<file path="src/rtl/rename_arbiter.sv">
// rename_arbiter: round-robin share of one RAT rename port and two read
// ports between two decode lanes, with a one-entry slot toward dispatch.
// Ports:
//   clk, rst            clock and async active-high reset
//   req_*               per-lane micro-op requests, req_ready is consumed
//   rat_*               RAT rename port and read ports
//   out_*               renamed micro-op, valid/ready to dispatch
//   stall_free_cnt      cycles blocked on an empty free list
//   grant_cnt0/1        micro-ops renamed per lane
module rename_arbiter #(
  parameter int NUM_ARCH_REGS = 8,
  parameter int NUM_PHYS_REGS = 16,
  parameter int CNT_W = 16,
  localparam int AW = $clog2(NUM_ARCH_REGS),
  localparam int PW = $clog2(NUM_PHYS_REGS)
) (
  input  logic             clk,
  input  logic             rst,
  input  logic [1:0]       req_valid,
  output logic [1:0]       req_ready,
  input  logic [1:0]       req_has_dest,
  input  logic [2*AW-1:0]  req_dest,
  input  logic [2*AW-1:0]  req_src1,
  input  logic [2*AW-1:0]  req_src2,
  output logic             rat_rename_in_valid,
  output logic [AW-1:0]    rat_arch_dest,
  input  logic             rat_rename_out_valid,
  input  logic [PW-1:0]    rat_phys_dest,
  output logic [AW-1:0]    rat_src1,
  output logic [AW-1:0]    rat_src2,
  output logic             rat_read_valid,
  input  logic [PW-1:0]    rat_phys_src1,
  input  logic [PW-1:0]    rat_phys_src2,
  input  logic             rat_found1,
  input  logic             rat_found2,
  output logic             out_valid,
  input  logic             out_ready,
  output logic             out_lane,
  output logic             out_has_dest,
  output logic [PW-1:0]    out_pdest,
  output logic [PW-1:0]    out_psrc1,
  output logic [PW-1:0]    out_psrc2,
  output logic             out_rdy1,
  output logic             out_rdy2,
  output logic [CNT_W-1:0] stall_free_cnt,
  output logic [CNT_W-1:0] grant_cnt0,
  output logic [CNT_W-1:0] grant_cnt1
);

  typedef enum logic {EMPTY, FULL} state_t;

  state_t        state;
  logic          ptr;
  logic          cand;
  logic          cand_vld;
  logic          cand_hd;
  logic          slot_free;
  logic          fire;
  logic          blk;
  logic [AW-1:0] cand_dest;
  logic [AW-1:0] cand_s1;
  logic [AW-1:0] cand_s2;

  always_comb begin
    cand = 1'b0;
    unique case (req_valid)
      2'b11:   cand = ptr;
      2'b10:   cand = 1'b1;
      default: cand = 1'b0;
    endcase
  end

  assign cand_vld  = |req_valid;
  assign cand_hd   = cand_vld & req_has_dest[cand];
  assign slot_free = ~out_valid | out_ready;

  always_comb begin
    cand_dest = '0;
    cand_s1   = '0;
    cand_s2   = '0;
    if (cand_vld) begin
      if (cand) begin
        cand_dest = req_dest[2*AW-1:AW];
        cand_s1   = req_src1[2*AW-1:AW];
        cand_s2   = req_src2[2*AW-1:AW];
      end else begin
        cand_dest = req_dest[AW-1:0];
        cand_s1   = req_src1[AW-1:0];
        cand_s2   = req_src2[AW-1:0];
      end
    end
  end

  assign rat_arch_dest = cand_dest;
  assign rat_src1      = cand_s1;
  assign rat_src2      = cand_s2;
  assign rat_read_valid = slot_free & cand_vld;

  // The RAT commits whenever this is high and a tag is free,
  // so it is gated by slot_free to avoid leaking tags.
  assign rat_rename_in_valid = slot_free & cand_hd;

  assign fire = slot_free & cand_vld
              & (~cand_hd | rat_rename_out_valid);
  assign blk  = slot_free & cand_hd & ~rat_rename_out_valid;

  assign req_ready = {fire & cand, fire & ~cand};

  always_ff @(posedge clk or posedge rst) begin
    if (rst) begin
      state          <= EMPTY;
      out_valid      <= 1'b0;
      out_lane       <= 1'b0;
      out_has_dest   <= 1'b0;
      out_pdest      <= '0;
      out_psrc1      <= '0;
      out_psrc2      <= '0;
      out_rdy1       <= 1'b0;
      out_rdy2       <= 1'b0;
      ptr            <= 1'b0;
      stall_free_cnt <= '0;
      grant_cnt0     <= '0;
      grant_cnt1     <= '0;
    end else begin
      unique case (state)
        EMPTY: begin
          if (fire) begin
            state     <= FULL;
            out_valid <= 1'b1;
          end
        end
        FULL: begin
          if (out_ready && !fire) begin
            state     <= EMPTY;
            out_valid <= 1'b0;
          end
        end
      endcase
      if (fire) begin
        out_lane     <= cand;
        out_has_dest <= cand_hd;
        out_pdest    <= cand_hd ? rat_phys_dest : '0;
        out_psrc1    <= rat_phys_src1;
        out_psrc2    <= rat_phys_src2;
        out_rdy1     <= rat_found1;
        out_rdy2     <= rat_found2;
        ptr          <= ~cand;
        if (cand) begin
          if (grant_cnt1 != '1)
            grant_cnt1 <= grant_cnt1 + 1'b1;
        end else begin
          if (grant_cnt0 != '1)
            grant_cnt0 <= grant_cnt0 + 1'b1;
        end
      end
      // Blocked lane keeps the pointer: no bypass.
      if (blk && stall_free_cnt != '1)
        stall_free_cnt <= stall_free_cnt + 1'b1;
    end
  end

endmodule
</file>
<file path="config.mk">
export PLATFORM = sky130hd
export DESIGN_NAME = rename_arbiter
export DESIGN_NICKNAME = d
export VERILOG_FILES = /design/src/rtl/rename_arbiter.sv
export SDC_FILE = /design/constraint.sdc
export NUM_CORES = 1
export LEC_CHECK = 0
export CAP_MARGIN = 20
export CORE_MARGIN = 5
export CORE_UTILIZATION = 40
export DETAILED_ROUTE_END_ITERATION = 8
export PLACE_DENSITY = 0.72
export SLEW_MARGIN = 20
export SYNTH_ARGS = -nofsm -noshare
export SYNTH_HDL_FRONTEND = slang
export SYNTH_SLANG_ARGS = --single-unit
</file>
<file path="constraint.sdc">
create_clock -name clk -period 2.55 [get_ports clk]
set_input_delay 0.51 -clock clk [delete_from_list [all_inputs] [get_ports clk]]
set_output_delay 0.51 -clock clk [all_outputs]
set_load 0.03 [all_outputs]
</file>
**Run 1: nets reached from selected ports**

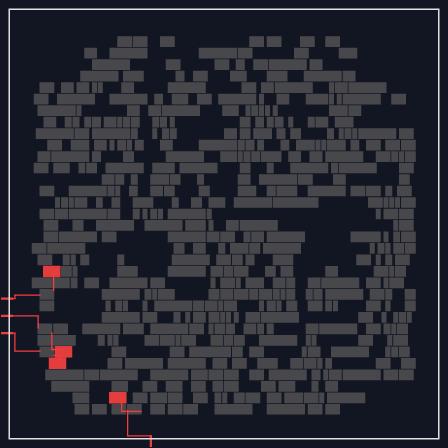
rat_phys_src2: drawn in red, bits 4, direction input, edge 3 west, 1 south, end cells 4, wire 61.5 microns.
Port Buffers: 117
# IOs: 118

**Run 1: M2 wires**

Cells faint in the background.
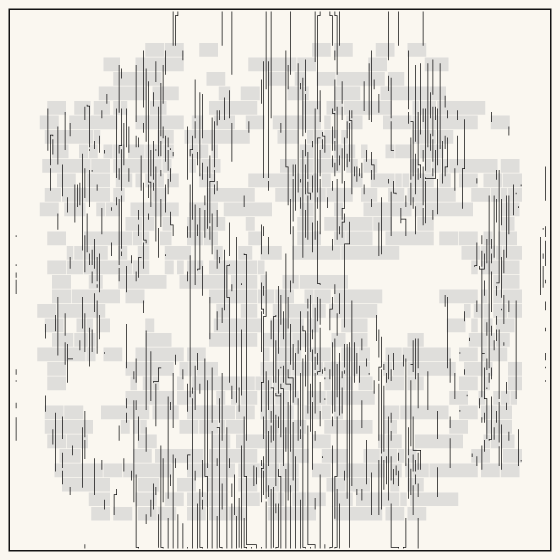
The layer carries 4,110 microns of wire. The layer holds 49% of the routed length. 438 nets have wire on it. The wires run mostly vertical. The longest straight run is 38.4 microns.
total wire length: 8.31 mm
via count: 2,891
met2 Usage GRT: 28.5%

**Run 1: cell placement**

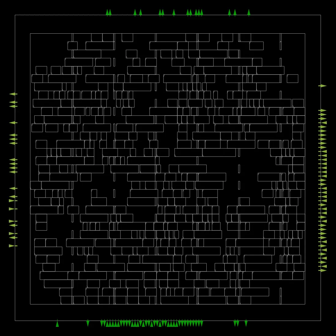
post-layout util: 60.0%
row count: 33

-- run 1: power breakdown --
group	internal [mW]	leakage [nW]	switching, mW
clock	0.469	0.102	0.398
sequential	1.30	0.844	0.262
combinational	0.782	1.18	1.01
total	2.56	2.12	1.67
-- run 1: layout make-up --
class / instances / area (sq um) / share of cell area, %
clock buffers: 10 / 138 / 2.81
well taps: 105 / 131 / 2.68
multi-input cells: 234 / 1580 / 32.1
flip-flops and latches: 67 / 1680 / 34.2
clock inverters: 5 / 53.8 / 1.10
inverters: 11 / 41.3 / 0.842
repair buffers: 135 / 1290 / 26.2
-- run 1: cells in the final DEF, fill, tap and decap left out, drive strengths merged --
master,count
o2111ai,2
a22o,1
nand2b,4
clkbuf,10
a31oi,1
nor4,12
a41oi,1
nand2,47
and2,3
nor3,18
nor4b,1
or3,2
xor2,30
or4,2
dfrtp,67
o21a,2
mux2,16
nor2b,1
a32oi,1
and3b,1
inv,11
nand4,12
bufinv,1
nand3,16
buf,31
clkinv,4
a21oi,4
nor2,19
xnor2,10
and4,2
clkdlybuf4s50,104
ha,3
and3,4
or2,1
o21ai,17
o211ai,1
-- run 1: logic make-up after synthesis --
family                     count (synthesis)  synth area share, %
xor gates and xnor gates                  40                 10.5
AOI/OAI and AO/OA                         30                 6.15
buffers and inverters                     21                 2.89
DFF                                       67                 50.2
muxes                                     16                 5.40
and+or+nand+nor                          145                 23.7
adders and majority gates                  3                 1.12
-- run 1: registers in the layout, indices dropped and copies added (netlist names), 4 cells and up --
name,cells
out_psrc1,4
grant_cnt1,16
out_pdest,4
out_psrc2,4
stall_free_cnt,16
grant_cnt0,16
-- run 1: worst paths after layout --
path,startpoint,endpoint,cells after the start
worst min-delay path,out_pdest[3]$_DFFE_PP0P_,out_pdest[3]$_DFFE_PP0P_,2
max in group asynchronous,rst,out_pdest[2]$_DFFE_PP0P_,3
worst max-delay path,req_valid[0],req_ready[0],7
worst min register to register,out_pdest[3]$_DFFE_PP0P_,out_pdest[3]$_DFFE_PP0P_,2
min in group asynchronous,rst,grant_cnt0[5]$_DFFE_PP0P_,3
worst max register to register,grant_cnt0[0]$_DFFE_PP0P_,grant_cnt0[1]$_DFFE_PP0P_,6
-- run 1: critical path, delay by kind of cell --
| family | cells | cell delay [ns] |
|---|---|---|
| simple gates | 2 | 0.24 |
| buf+inv | 3 | 0.86 |
| compound gates | 2 | 0.35 |
-- run 1: metal layers --
layer	wire length, microns	vias up	global-route usage, %	part of all wire [%]
met3	584	12	4.34	7.0
met4	144	0	7.57	1.7
met5	0	-	0	0
met2	4110	92	28.5	49
li1	-	1398	-	-
met1	3470	1389	20.4	42
-- run 1: through the flow --
step	util, %	setup TNS, ns	worst slack (ns)	hold slack [ns]	power [mW]
2_1_floorplan	-	0	0.0104	0.501	2.59
3_3_place_gp	57.5	0	0.0272	0.465	3.35
3_5_place_dp	57.5	-0.279	-0.0562	0.475	3.39
4_1_cts	59.8	0	0.0277	0.492	4.27
5_1_grt	60.0	0	0.00396	0.509	4.46
6_report	60.0	0	0.0856	0.481	4.23
==> impl_metrics.py, run 1 <==
# Physical implementation metrics
metrics = {
    "run_status": {
        "outcome": "completed",
    },
    "layout": {
        "drive_above_1_share_pct": 17.7,
        "nets": 501,
    },
    "place": {
        "placed_area_sq_um": 4700,
        "dp_hpwl_mm": 6.35,
    },
    "floorplanning": {
        "die-area_sq_um": 10300,
        "initial_utilization_pct": 40.8,
        "die_height_microns": 101,
    },
    "sta": {
        "rsz0062_at_grt": "false",
        "worst_pin_slew_ns": 0.589,
        "skew_ns": 0.0100,
    },
    "global_routing": {
        "overflow": 0,
        "grt_usage_pct": 16.9,
        "antenna_found_initial": 0,
    },
    "critical_path": {
        "ff2ff_setup_slack_ns": 0.28,
        "crit_slowest_cell": "clkdlybuf4s50_1",
        "cp.required_ns": 2.04,
    },
    "clocking": {
        "cts_resized": 1,
        "cts_setup_buffers": 0,
    },
    "synthesis": {
        "ys_types": 41,
        "numSynthFlops": 67,
        "ys_warn_count": 0,
        "ys_seq_share_pct": 50.2,
    },
    "drt": {
        "wl_per_cell_microns": 14.7,
    },
}
**Run 1: placement by cell class**

Fill, decap, tap and diode cells in grey.
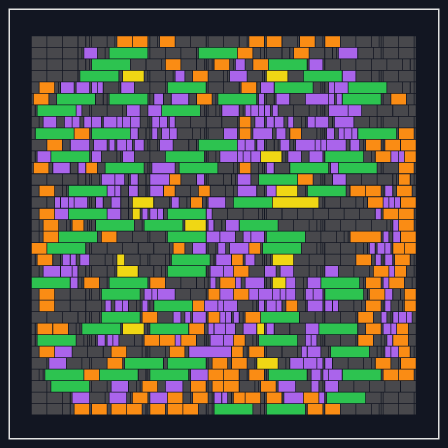

## Run 2: what changed since run 1
--- a/config.mk
+++ b/config.mk
@@ -5,11 +5,12 @@
 export SDC_FILE = /design/constraint.sdc
 export NUM_CORES = 1
 export LEC_CHECK = 0
+export ABC_AREA = 1
 export CAP_MARGIN = 20
 export CORE_MARGIN = 5
 export CORE_UTILIZATION = 40
 export DETAILED_ROUTE_END_ITERATION = 8
-export PLACE_DENSITY = 0.72
+export PLACE_DENSITY = 0.7
 export SLEW_MARGIN = 20
 export SYNTH_ARGS = -nofsm -noshare
 export SYNTH_HDL_FRONTEND = slang
==> constraint.sdc (replaced) <==
create_clock -name clk -period 3.1 [get_ports clk]
set_input_delay 0.62 -clock clk [delete_from_list [all_inputs] [get_ports clk]]
set_output_delay 0.62 -clock clk [all_outputs]
set_load 0.03 [all_outputs]
**Run 2: placement by cell class**

Fill, decap, tap and diode cells in grey.
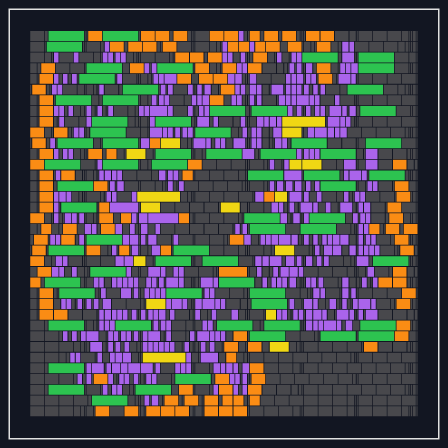
all other logic: drawn in purple, cells 461. other buffers and delay cells: drawn in orange, cells 125. flip-flops: drawn in green, cells 67. clock drivers and dummy loads: drawn in yellow, cells 16.
flop share of the area: 30.9%
design area: 5420 sq um
core area: 9640 sq um

==> impl_metrics.py, run 2 <==
# Physical implementation metrics
metrics = {
    "floorplanning": {
        "rows": 36,
        "die_height_microns": 109,
        "ios": 118,
    },
    "sta": {
        "skew_ns": 0.0150,
        "tns_ns": 0,
        "setup_slack_ns": 0.449,
        "worst_pin_slew_ns": 0.650,
    },
    "synthesis": {
        "ys_types": 25,
        "ys_warn_count": 0,
    },
    "place": {
        "dp_hpwl_mm": 7.98,
        "io_buffers": 117,
        "dp_slack_ns": 0.441,
    },
    "drt": {
        "vias": 3759,
        "wl_per_cell_microns": 13.2,
        "wirelength_mm": 10.6,
    },
    "clocking": {
        "cts_setup_buffers": 0,
        "cts_resized": 0,
    },
    "run_status": {
        "outcome": "completed",
    },
    "global_routing": {
        "grt_usage_pct": 18.7,
        "antenna_found_initial": 0,
    },
    "layout": {
        "lay_top_cells": "243 x nand2_1, 104 x clkdlybuf4s50_1, 67 x dfrtp_1",
        "final_common_cell": "nand2_1",
    },
    "critical_path": {
        "crit_slowest_cell": "clkdlybuf4s50_1",
        "cp.required_ns": 2.48,
    },
}
**Run 2: nets reached from selected ports**

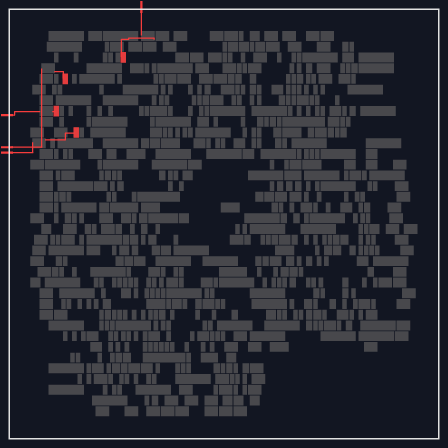
rat_phys_src2: drawn in red, bits 4, direction input, edge 3 west, 1 north, end cells 4, wire 76.4 microns.

==> run 2: netlist changes by cell type in the layout (fill, tap and decap cells not counted), sizes merged, moves of 14 or more <==
| cell | delta |
|---|---|
| inv | +35 |
| o21ai | +14 |
| mux2 | -16 |
| nand3 | +14 |
| nand2 | +199 |
| nor2 | +32 |
==> run 2: metrics by stage <==
| step | power [mW] | hold slack [ns] | utilization [%] | instance area, sq um |
|---|---|---|---|---|
| 3_5_place_dp | 2.94 | 0.471 | 53.7 | 5170 |
| 2_1_floorplan | 2.26 | 0.495 | - | 3890 |
| 4_1_cts | 3.88 | 0.493 | 56.2 | 5420 |
| 6_report | 3.84 | 0.485 | 56.2 | 5420 |
| 5_1_grt | 4.06 | 0.518 | 56.2 | 5420 |
| 3_3_place_gp | 2.91 | 0.460 | 53.7 | 5170 |
==> run 2: where the power goes <==
part	internal, mW	switching (mW)
sequential	1.08	0.230
clock	0.542	0.381
combinational	0.629	0.974
total	2.25	1.58
==> run 2: final cells by class <==
type / count / area [sq um] / area share (%)
well taps: 133 / 166 / 3.07
flip-flops and latches: 67 / 1680 / 30.9
clock inverters: 7 / 124 / 2.29
repair buffers: 125 / 1210 / 22.3
inverters: 44 / 165 / 3.05
clock buffers: 9 / 124 / 2.29
multi-input cells: 417 / 1950 / 36.0
==> run 2: final timing paths <==
check                           cells past startpoint                              to  slack (ns)                           from
worst max-delay path                                7                    req_ready[1]        0.45                   req_valid[0]
worst min-delay path                                2            out_lane$_DFFE_PP0P_        0.49           out_lane$_DFFE_PP0P_
worst max register to register                     10   stall_free_cnt[6]$_DFFE_PP0P_        0.91  stall_free_cnt[0]$_DFFE_PP0P_
worst min register to register                      2            out_lane$_DFFE_PP0P_        0.49           out_lane$_DFFE_PP0P_
max in group asynchronous                           3            out_lane$_DFFE_PP0P_        1.78                            rst
min in group asynchronous                           2  stall_free_cnt[15]$_DFFE_PP0P_        0.67                            rst
==> run 2: critical path, delay by kind of cell <==
kind                   cells  cell delay (ns)
buffers and inverters      4             0.92
AND-OR/OR-AND              1             0.17
AND/OR/NAND/NOR            2             0.31
==> run 2: cells by family (layout without fill, tap and decap cells) <==
kind of cell    count (synthesis)  in the layout  synth area share, %
fa+ha+maj                       3              3                0.965
simple gates                  347            347                 36.6
compound gates                 33             33                 5.05
flops                          67             67                 43.1
buf+inv                        57            185                 6.66
xor+xnor                       34             34                 7.66
==> run 2: layer usage <==
metal | track usage, % | part of all wire [%]
met1 | 25.5 | 46
met2 | 29.2 | 47
met3 | 4.96 | 6.1
met4 | 5.32 | 1.1
met5 | 0 | 0
No activity file was given, so power comes from the tool's default toggle rates.
